## src/rtl/key_event_arbiter_if.sv

```systemverilog
// Event port between the key arbiter (master) and the judge (slave):
// valid/ready handshake carrying lane, press/release type and timestamp.
interface key_event_arbiter_if #(
   parameter int TS_W = 16
);
   logic            evt_valid;
   logic            evt_ready;
   logic [1:0]      evt_lane;
   logic            evt_press;
   logic [TS_W-1:0] evt_time;

   modport master (
      output evt_valid,
      output evt_lane,
      output evt_press,
      output evt_time,
      input  evt_ready
   );

   modport slave (
      input  evt_valid,
      input  evt_lane,
      input  evt_press,
      input  evt_time,
      output evt_ready
   );
endinterface

```

## src/rtl/key_event_arbiter.sv

```systemverilog
// Timestamps key edges on four lanes into per-lane pending slots and offers them
// round-robin on a valid/ready port. Define HOLD_RELEASE_EN to also report releases.
module key_event_arbiter #(
   parameter int TS_W     = 16,
   parameter int TICK_DIV = 100000
) (
   input  logic                clk_in,
   input  logic                rst,
   input  logic                a,
   input  logic                s,
   input  logic                k,
   input  logic                l,
   input  logic                enter,
   input  logic                game_run,
   key_event_arbiter_if.master evt,
   output logic                start_pulse,
   output logic                overflow
);
   localparam int PW = (TICK_DIV > 1) ? $clog2(TICK_DIV) : 1;
   localparam logic [PW-1:0] PRESC_MAX = PW'(TICK_DIV - 1);

   typedef enum logic {
      S_IDLE  = 1'b0,
      S_OFFER = 1'b1
   } state_t;

   state_t          state_q, state_d;

   logic [3:0]      key_now;
   logic [3:0]      key_q;
   logic            armed_q;
   logic            enter_q;
   logic            start_det;
   logic            start_pulse_q;
   logic            overflow_q;
   logic [PW-1:0]   presc_q;
   logic [TS_W-1:0] ts_q;
   logic            tick;

   logic [3:0]      press_edge;
   logic [3:0]      cap_edge;
   logic [3:0]      slot_vld;
   logic [TS_W-1:0] slot_ts [4];
   logic [3:0]      slot_clr;
   logic [3:0]      drop;
   logic            handshake;

   logic [1:0]      last_grant_q, last_grant_d;
   logic [1:0]      grant_lane;
   logic            grant_any;
   logic [1:0]      cand;

   logic [1:0]      evt_lane_q, evt_lane_d;
   logic [TS_W-1:0] evt_time_q, evt_time_d;

   assign key_now    = {l, k, s, a};
   // armed_q is low for the first cycle after reset so held keys only seed key_q
   assign press_edge = armed_q ? (key_now & ~key_q) : 4'b0000;
   assign start_det  = armed_q & enter & ~enter_q;
   assign tick       = (presc_q == PRESC_MAX);
   assign handshake  = (state_q == S_OFFER) && evt.evt_ready;
   assign slot_clr   = handshake ? (4'b0001 << evt_lane_q) : 4'b0000;

`ifdef HOLD_RELEASE_EN
   logic [3:0] release_edge;
   logic [3:0] slot_press;
   logic       evt_press_q, evt_press_d;

   assign release_edge = armed_q ? (~key_now & key_q) : 4'b0000;
   assign cap_edge     = (press_edge | release_edge) & {4{game_run}};
`else
   assign cap_edge     = press_edge & {4{game_run}};
`endif

   always_ff @(posedge clk_in or negedge rst) begin
      if (!rst) begin
         armed_q       <= 1'b0;
         key_q         <= 4'b0000;
         enter_q       <= 1'b0;
         start_pulse_q <= 1'b0;
         overflow_q    <= 1'b0;
         presc_q       <= '0;
         ts_q          <= '0;
      end else begin
         armed_q       <= 1'b1;
         key_q         <= key_now;
         enter_q       <= enter;
         start_pulse_q <= start_det;
         // a start clears the time base and the sticky flag together, winning over a drop
         if (start_det) begin
            presc_q    <= '0;
            ts_q       <= '0;
            overflow_q <= 1'b0;
         end else begin
            presc_q <= tick ? '0 : presc_q + PW'(1);
            if (tick) begin
               ts_q <= ts_q + TS_W'(1);
            end
            if (|drop) begin
               overflow_q <= 1'b1;
            end
         end
      end
   end

   generate
      for (genvar gi = 0; gi < 4; gi++) begin : g_slot
         logic            load;
         logic            vld_q;
         logic [TS_W-1:0] ts_slot_q;

         // a slot freed by this cycle's handshake may take a new edge at once
         assign load     = cap_edge[gi] && (!vld_q || slot_clr[gi]);
         assign drop[gi] = cap_edge[gi] && vld_q && !slot_clr[gi];

         always_ff @(posedge clk_in or negedge rst) begin
            if (!rst) begin
               vld_q     <= 1'b0;
               ts_slot_q <= '0;
            end else if (load) begin
               vld_q     <= 1'b1;
               ts_slot_q <= ts_q;
            end else if (slot_clr[gi]) begin
               vld_q     <= 1'b0;
            end
         end

         assign slot_vld[gi] = vld_q;
         assign slot_ts[gi]  = ts_slot_q;

`ifdef HOLD_RELEASE_EN
         logic press_slot_q;

         always_ff @(posedge clk_in or negedge rst) begin
            if (!rst) begin
               press_slot_q <= 1'b0;
            end else if (load) begin
               press_slot_q <= press_edge[gi];
            end
         end

         assign slot_press[gi] = press_slot_q;
`endif
      end
   endgenerate

   // Round-robin search starting one lane past the last accepted grant.
   always_comb begin
      grant_any  = 1'b0;
      grant_lane = last_grant_q;
      cand       = last_grant_q;
      for (int i = 0; i < 4; i++) begin
         cand = cand + 2'd1;
         if (!grant_any && slot_vld[cand]) begin
            grant_any  = 1'b1;
            grant_lane = cand;
         end
      end
   end

   always_ff @(posedge clk_in or negedge rst) begin
      if (!rst) begin
         state_q      <= S_IDLE;
         last_grant_q <= 2'd3;
         evt_lane_q   <= 2'd0;
         evt_time_q   <= '0;
`ifdef HOLD_RELEASE_EN
         evt_press_q  <= 1'b0;
`endif
      end else begin
         state_q      <= state_d;
         last_grant_q <= last_grant_d;
         evt_lane_q   <= evt_lane_d;
         evt_time_q   <= evt_time_d;
`ifdef HOLD_RELEASE_EN
         evt_press_q  <= evt_press_d;
`endif
      end
   end

   always_comb begin
      state_d      = state_q;
      last_grant_d = last_grant_q;
      evt_lane_d   = evt_lane_q;
      evt_time_d   = evt_time_q;
`ifdef HOLD_RELEASE_EN
      evt_press_d  = evt_press_q;
`endif
      unique case (state_q)
         S_IDLE: begin
            if (grant_any) begin
               state_d    = S_OFFER;
               evt_lane_d = grant_lane;
               evt_time_d = slot_ts[grant_lane];
`ifdef HOLD_RELEASE_EN
               evt_press_d = slot_press[grant_lane];
`endif
            end
         end
         S_OFFER: begin
            if (evt.evt_ready) begin
               state_d      = S_IDLE;
               last_grant_d = evt_lane_q;
            end
         end
         default: begin
            state_d = S_IDLE;
         end
      endcase
   end

   assign evt.evt_valid = (state_q == S_OFFER);
   assign evt.evt_lane  = evt_lane_q;
   assign evt.evt_time  = evt_time_q;
`ifdef HOLD_RELEASE_EN
   assign evt.evt_press = evt_press_q;
`else
   assign evt.evt_press = 1'b1;
`endif
   assign start_pulse   = start_pulse_q;
   assign overflow      = overflow_q;

endmodule

```

## src/flat_wrapper.sv

```systemverilog
// flat-port wrapper written by rule: the top's interface ports become plain ports
module key_event_arbiter_flat 
#(
   parameter int TS_W     = 16,
   parameter int TICK_DIV = 100000
)
  (clk_in, rst, a, s, k, l, enter, game_run, start_pulse, overflow, evt_evt_valid, evt_evt_lane, evt_evt_press, evt_evt_time, evt_evt_ready);
  key_event_arbiter_if #(.TS_W(TS_W)) evt_i ();
  input  logic clk_in;
  input  logic rst;
  input  logic a;
  input  logic s;
  input  logic k;
  input  logic l;
  input  logic enter;
  input  logic game_run;
  output logic start_pulse;
  output logic overflow;
  output wire logic [$bits(evt_i.evt_valid)-1:0] evt_evt_valid;
  output wire logic [$bits(evt_i.evt_lane)-1:0] evt_evt_lane;
  output wire logic [$bits(evt_i.evt_press)-1:0] evt_evt_press;
  output wire logic [$bits(evt_i.evt_time)-1:0] evt_evt_time;
  input wire logic [$bits(evt_i.evt_ready)-1:0] evt_evt_ready;
  assign evt_evt_valid = evt_i.evt_valid;
  assign evt_evt_lane = evt_i.evt_lane;
  assign evt_evt_press = evt_i.evt_press;
  assign evt_evt_time = evt_i.evt_time;
  assign evt_i.evt_ready = evt_evt_ready;
  key_event_arbiter #(.TS_W(TS_W), .TICK_DIV(TICK_DIV)) u_core (.clk_in(clk_in), .rst(rst), .a(a), .s(s), .k(k), .l(l), .enter(enter), .game_run(game_run), .evt(evt_i), .start_pulse(start_pulse), .overflow(overflow));
endmodule
```

## config.mk

```make
export PLATFORM = sky130hd
export DESIGN_NAME = key_event_arbiter_flat
export DESIGN_NICKNAME = d
export VERILOG_FILES = /design/src/rtl/key_event_arbiter_if.sv /design/src/rtl/key_event_arbiter.sv /design/src/flat_wrapper.sv
export SDC_FILE = /design/constraint.sdc
export NUM_CORES = 1
export LEC_CHECK = 0
export CAP_MARGIN = 0
export CORE_MARGIN = 1
export CORE_UTILIZATION = 45
export CTS_BUF_LIST = sky130_fd_sc_hd__clkbuf_4 sky130_fd_sc_hd__clkbuf_8
export CTS_CLUSTER_DIAMETER = 100
export DETAILED_ROUTE_END_ITERATION = 10
export GPL_ROUTABILITY_DRIVEN = 0
export GPL_TIMING_DRIVEN = 0
export MAX_ROUTING_LAYER = met4
export SLEW_MARGIN = 15
export SYNTH_ARGS = -nofsm -noshare
export SYNTH_HDL_FRONTEND = slang
export SYNTH_SLANG_ARGS = --single-unit
```

## constraint.sdc

```tcl
create_clock -name clk_in -period 2.31 [get_ports clk_in]
set_clock_uncertainty 0.1 [all_clocks]
set_input_delay 0.5775 -clock clk_in [delete_from_list [all_inputs] [get_ports clk_in]]
set_output_delay 0.5775 -clock clk_in [all_outputs]
set_load 0.01 [all_outputs]
```

==> notes.md, run 1 <==
flow finished, numbers: status=completed, Tot Pwr=7.16 mW, CP Cell Sequence=clkdlybuf4s50_1 > nand2_1 > o31ai_4 > nor2b_1 > buf_4 > buf_4 > mux2_2, Placed Cells=676, Top class by area=sequential cells, worst reg2reg path startpoint=u_core.last_grant_q[0]$_DFFE_PN1P_, Critical R2R Capture=u_core.evt.evt_time[2]$_DFFE_PN0P_, Setup crit end=u_core.g_slot[0].ts_slot_q[7]$_DFFE_PN0P_, antenna viol nets, final=0, DR DRC count=0, register-to-register setup slack=0.14 ns, max FFs per register=64, commonest non-fill, non-tap cells in the layout=dfrtp_1, mux2_2, nor2_1, nand2_1, mux2i_1, Port Buffer Count=29, Critical Path Max Stage Delay=around 0.55 ns, design area=6720 um^2, total gr overflow=0, Worst Hold Endpoint=u_core.presc_q[0]$_DFF_PN0_, CTS tree=done, Largest regs=u_core.g_slot.ts_slot_q x64, u_core.presc_q x17, placed cell area=between 6000 and 7000 um^2, combinational share of cell area=35.2%, yosys stat area=~5800 um^2, CP delay by family, top=buffers and inverters, clk sinks=130, Critical Path RT=2.53 ns, Power Dens Cells=1070 nW/um^2, fin. max-slew vios=0, H-tree levels=4, CP max FO=10, via/cell ratio=5.29, Final setup viols=0, Dominant Register Cell=dfrtp_1, fraction of area in registers=between 40% and 50%, Reg with most FFs=u_core.g_slot.ts_slot_q, area fraction in mux cells=18.2%, crit end category=flip-flop, Registers, synthesis=roughly 130, actual slew at the worst max-slew pin=0.636 ns, TAP cells=between 150 and 200, flip-flops with a built-in enable=0, full die area=~13000 um^2, syn_area_per_cell=12.2 um^2, most numerous logic cell after layout=dfrtp_1
==> run 1: timing repair <==
| item | CTS | global route |
|---|---|---|
| gates resized | 5 | 7 |
| endpoints found under the setup margin | 49 | 37 |
| hold buffers | 1 | 0 |
| endpoints found under the hold margin | 51 | 0 |
==> run 1: where the power goes <==
group	internal, mW	switching, mW	leakage, nW	total [mW]
clock network	0.901	0.818	0.188	1.72
logic	1.14	1.16	1.12	2.30
registers	2.78	0.365	1.75	3.14
==> run 1: routing by layer <==
metal  global-route usage [%]  routed length, um  part of all wire (%)  vias to the layer above
met2                     31.6               5790                    48                       54
met1                     26.1               5610                    47                     1891
li1                         -                  -                     -                     1772
met3                     5.38                379                   3.2                       16
met5                        -                  0                     0                        -
met4                     8.40                194                   1.6                        0
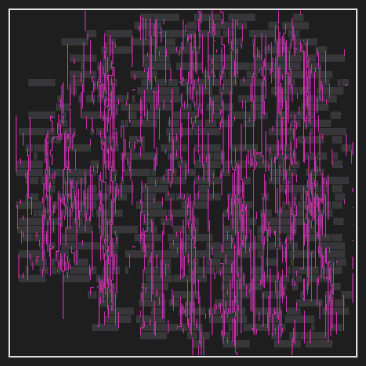
run_1/met2.png
(3 px per um) Cells faint in the background.
The longest straight run is 54.5 um. The wires run mostly vertical. The layer holds 48% of the routed length. The layer carries 5790 um of wire.
DRT Wirelength: 12.0 mm
vias after detailed routing: 3733
grt met2 use: 31.6%

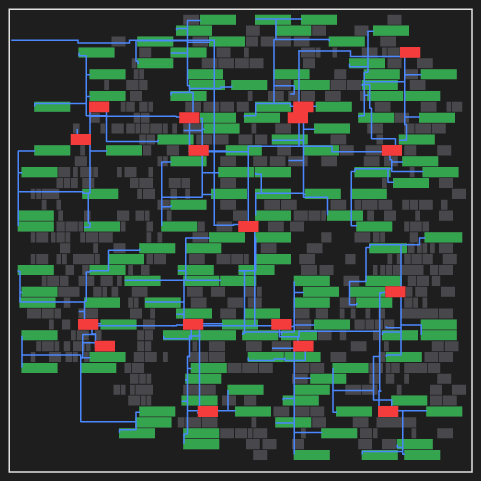
run_1/clock_map.png
(4 px per um)
Key: flip-flops = green [count 130]; cells driving clock nets = red [count 17]; clock wires = blue [length 1610 um]
There are 18 routed clock nets.
clk ins delay skew pair: 0.44 ns
Clock power frac: 24.0%

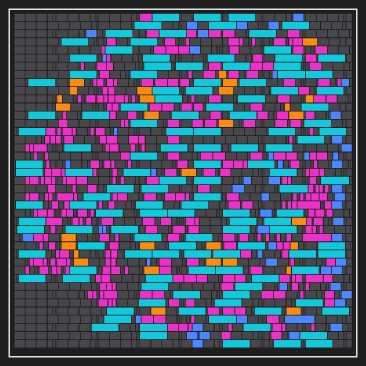
run_1/cell_classes.png
(3 px per um) Fill, decap, tap and diode cells in grey.
Key: clock drivers and dummy loads = orange [cells 30]; all other logic = magenta [cells 319]; other buffers and delay cells = blue [cells 55]; flops = cyan [cells 130]

run_1/pins.png
(2 px per um) Pins as bars across the die edge, other pins in grey.
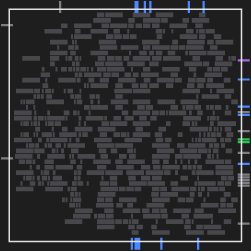

==> run 1 -> run 2 <==
Settings changed: CORE_ASPECT_RATIO set to 1.1.
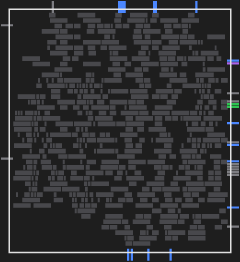
run_2/pins.png
(2 px per um) Pins as bars across the die edge, other pins in grey.
Key: evt_evt_lane = green [pins 2, direction output, edge east]; evt_evt_press = purple [pins 1, direction output, edge east]; evt_evt_time = blue [pins 16, direction output, edge 7 north, 5 east, 4 south]
All pins by edge: 17 east, 8 north, 4 south, 2 west.
Port Buffer Count: 29
Chip Width: 110 um
Die Ht: 121 um

==> notes.md, run 2 <==
flow finished, numbers: status=completed, design area=6730 um^2, Synth Instances=473, combinational power=about 2.4 mW, Clock power frac=25.1%, GRT met3 Usage=approximately 5.4%, CP Cell Sequence=clkdlybuf4s50_1 > nand4_1 > a21oi_4 > buf_2 > mux2_2, Largest regs=u_core.g_slot.ts_slot_q x64, u_core.presc_q x17, CP delay by family, top=buffers and inverters, drt first pass iters=6, minimum clock period=about 2.3 ns, fin. max-slew vios=0, placed cell area=6300 um^2, switching power=approximately 2.4 mW, clock group power=1.85 mW, Yosys top cell by area=dfrtp_1, H-tree levels=4, via/cell ratio=5.49, startpoint types=input pin, clk ins delay skew pair=0.44 ns, DR DRC count=0, Power Dens Cells=1100 nW/um^2, Tot Pwr=between 7 and 8 mW, crit path from=evt_evt_ready, CP max FO=10, actual slew at the worst max-slew pin=0.684 ns, register-to-register setup slack=0.17 ns, Layout Cells excl Fill=692, most numerous logic cell after layout=dfrtp_1, worst reg2reg path startpoint=u_core.last_grant_q[0]$_DFFE_PN1P_, combinational power share=32.2%, Final Util=a little over half, Setup crit end=u_core.g_slot[3].ts_slot_q[8]$_DFFE_PN0P_, max layer used=met4, Sw Share=between 30% and 40%, commonest non-fill, non-tap cells in the layout=dfrtp_1, mux2_2, nor2_1, nand2_1, mux2i_1, Critical R2R Capture=u_core.evt.evt_time[14]$_DFFE_PN0P_, Reg with most FFs=u_core.g_slot.ts_slot_q, met3 wire len=roughly 370 um, grt met2 use=33.6%, syn_area_per_cell=12.2 um^2, met2 WL post-DR=6.02 mm, Worst slew margin=a little over half, Int Power=4.98 mW, Registers, synthesis=about 130, crit end category=flip-flop, full die area=13300 um^2, initial drt markers=187, Dominant Register Cell=dfrtp_1, Critical Path RT=about 2.5 ns, Placed Cells=~660, antenna viol nets, final=0, seq pwr=3.15 mW, Seq pwr share=42.7%, busiest grt layer=met2, Final setup viols=0, LEAKAGE=3.07 nW, max FFs per register=64, Largest type area fraction=55.4%, grt met1 use=about a quarter, clk sinks=between 100 and 150, yosys stat area=5780 um^2, highest-power group=registers, Critical Path Max Stage Delay=roughly 0.56 ns, vias after detailed routing=3800, DRT Wirelength=~12 mm, CTS tree=done, Worst Hold Endpoint=u_core.presc_q[0]$_DFF_PN0_, flip-flops with a built-in enable=0, total gr overflow=0, wl on met1=~5.6 mm
## run 2: kinds of logic after synthesis
group	count (synthesis)	synth area share [%]
flops	130	56.3
simple gates	142	12.4
mux	97	18.2
fa+ha+maj	2	0.433
buf+inv	36	3.27
xor+xnor	27	4.09
other cells	1	0.0649
compound gates	38	5.24
## run 2: repair_timing
item,4_1_cts,5_1_grt
hold buffers,1,0
endpoints found under the hold margin,49,0
endpoints found under the setup margin,44,52
buffers inserted,0,2
resized,6,6
pin swaps,0,2
## run 2: cell type report
type,instances,area [um^2],share of cell area [%]
Clock buffer,26,333,4.94
Multi-Input combinational cell,308,2370,35.2
Tap cell,157,196,2.92
Timing Repair Buffer,33,344,5.11
Clock inverter,5,50.0,0.743
Buffer,22,139,2.06
Sequential cell,130,3260,48.4
Inverter,11,41.3,0.613
Power and IR drop assume default switching activity.
